==> images/clock_map.png <==
(6 px per um)
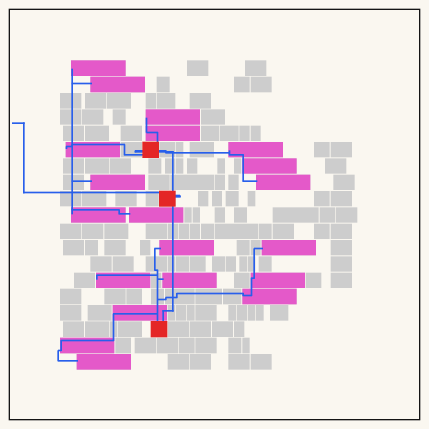
==> images/wire_density.png <==
(6 px per um) The die is cut into 14 by 14 equal tiles; white is low, dark blue is high, scaled to the fullest tile. Values are wire area over tile area, all layers added.
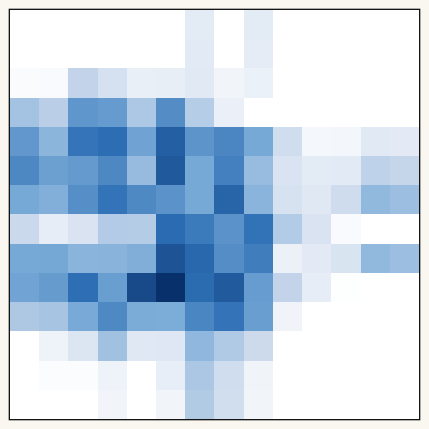
Design fetch_sequencer_flat, sky130hd; sources not shown.
==> Implementation_results.wiki <==
== Flow metrics ==
{| class="wikitable"
! Metric !! Value
|-
| # placed instances || 185
|-
| Max Cap Violations || 0
|-
| Count of buffer and inverter cells on the critical path || 2
|-
| CTS tree || done
|-
| Number of H-tree levels || 1
|-
| Main flop type || dfrtp_1
|-
| Fin Setup TNS || 0 ns
|-
| Slowest cell on the critical path || clkdlybuf4s50_1
|-
| Port Buffer Count || about 50
|-
| Reg clk slew, reported paths || 0.11 ns
|-
| Instance area at placement || 0.00163 sq mm
|-
| Die Y || slightly below 70 um
|-
| CP cell instances || buf_4, clkdlybuf4s50_1
|-
| Number of synthesized register bits || 20
|-
| Minimum period implied by the final worst setup slack || 2.32 ns
|-
| Average vias per placed instance || 5.29
|-
| P_comb || ~0.00059 W
|-
| Number of OpenROAD warnings || 34
|-
| Pin slew with the least headroom to its limit || 0.882 ns
|-
| Top achievable clock speed || 0.431 GHz
|-
| P&R area growth vs syn || 52.9%
|-
| Worst setup margin || 1.38 ns
|-
| Result of the run || finished clean
|-
| Group with the largest share of power || combinational cells
|-
| Highest-count cells in the layout ignoring fill and taps || clkdlybuf4s50_1 (50), dfrtp_1 (20), a21oi_1 (9), buf_4 (9)
|-
| Internal power contribution || about 0.00066 W
|-
| Yosys Chip Area || 0.00109 sq mm
|-
| Area of the core || approximately 0.0027 sq mm
|-
| Antenna Diode Count || 0
|-
| Power after layout || 0.00108 W
|-
| Critical path depth in cells || 2
|-
| Maximum number of pins on one net before global-route repair || 21
|-
| First-pass GRT wire length || 4610 um
|-
| Buffers inserted by post-CTS timing repair || 0
|-
| Dominant cells by area after synthesis || dfrtp_1 (46%), mux2_2 (8.3%), buf_4 (6.2%)
|-
| Family of cells with the greatest summed delay on the critical path || buffers and inverters
|-
| Count of synthesis-stage warnings from yosys || 0
|-
| Worst VDD drop || 0.510 mV
|-
| Number of distinct standard cells referenced by the synthesized netlist || 33
|-
| Layout cell share with drive strength beyond 1 || 0.171
|-
| Post-layout instance count excluding filler cells || 189
|-
| Setup repair after global routing missed its margin || false
|-
| Largest stage delay on the critical path || 0.59 ns
|-
| Sinks on the clock net || 20
|-
| Type of the worst min-delay path || reg -> reg
|-
| Startpoint type of the worst setup path || register
|-
| Period Utilization, post-route || 0.628
|-
| Fraction of registers with async set/reset || 1.00
|-
| Starting DRC count in detailed routing || 32
|-
| Data arrival time of the critical path || 1.58 ns
|-
| Slew Limit Headroom || 0.410
|-
| Most common cell in the synthesized netlist || dfrtp_1
|-
| Worst setup slack before clock tree synthesis || roughly 1.5 ns
|-
| Fp_density || 0.409
|-
| Number of cells in the yosys synthesis report || 104
|-
| Resized cells post-CTS || 0
|-
| Logic depth of the worst register-to-register path || 5
|-
| Sequential power || 0.000362 W
|-
| Residual DRC count || 0
|-
| Capturing element type of the critical path || primary output
|-
| Cell type with the highest aggregate area in the netlist || dfrtp_1
|-
| Share of Yosys cell area claimed by the top area cell type || 0.460
|-
| Worst endpoint required time || 2.96 ns
|-
| Initial antenna violation count || 0
|-
| Number of hold violations in the final report || 0
|-
| Number of buffers created by CTS || 3
|}
## Picture notes: clock_map.png
[red] cells driving clock nets | count: 3
[blue] clock wires | length: 249 um
[magenta] flip-flops | count: 20
routed clock nets: 4
fraction of power consumed by the clock network: 0.119
Clock net power: 0.000129 W
Insertion Delay late pin: 0.31 ns
Setup Skew: 0.000994 ns

## Picture notes: wire_density.png
nearly empty tiles: 34%
mean over tiles: 0.11
densest ninth of the die: centre
tiles over half the peak: 25%
total routing usage reported by global routing: 0.131
drt total wl: 2940 um
wire length per cell: 15.6 um
detailed-route via count: 1000

==> cells by family after synthesis <==
kind of cell | Yosys count | share of synthesized area
buf+inv | 13 | 0.0850
fa+ha+maj | 1 | 0.0115
other cells | 1 | 0.00344
flops | 20 | 0.460
simple gates | 35 | 0.187
compound gates | 20 | 0.118
xor+xnor | 4 | 0.0322
mux | 10 | 0.102
==> final cells by class <==
cell class / count / area [sq um]
Buffer: 12 / 88.8
Clock buffer: 4 / 36.3
Multi-Input combinational cell: 71 / 495
Fill cell: 217 / 998
Sequential cell: 20 / 500
Inverter: 1 / 3.75
Timing Repair Buffer: 50 / 500
Tap cell: 31 / 38.8
==> metal layers <==
layer	track usage	vias to the layer above	part of all wire
met5	0	-	0
met4	0.0639	0	0.023
met3	0.0704	9	0.15
met2	0.222	54	0.48
met1	0.128	470	0.34
li1	-	467	-
Power is estimated from default activity; no workload was simulated.
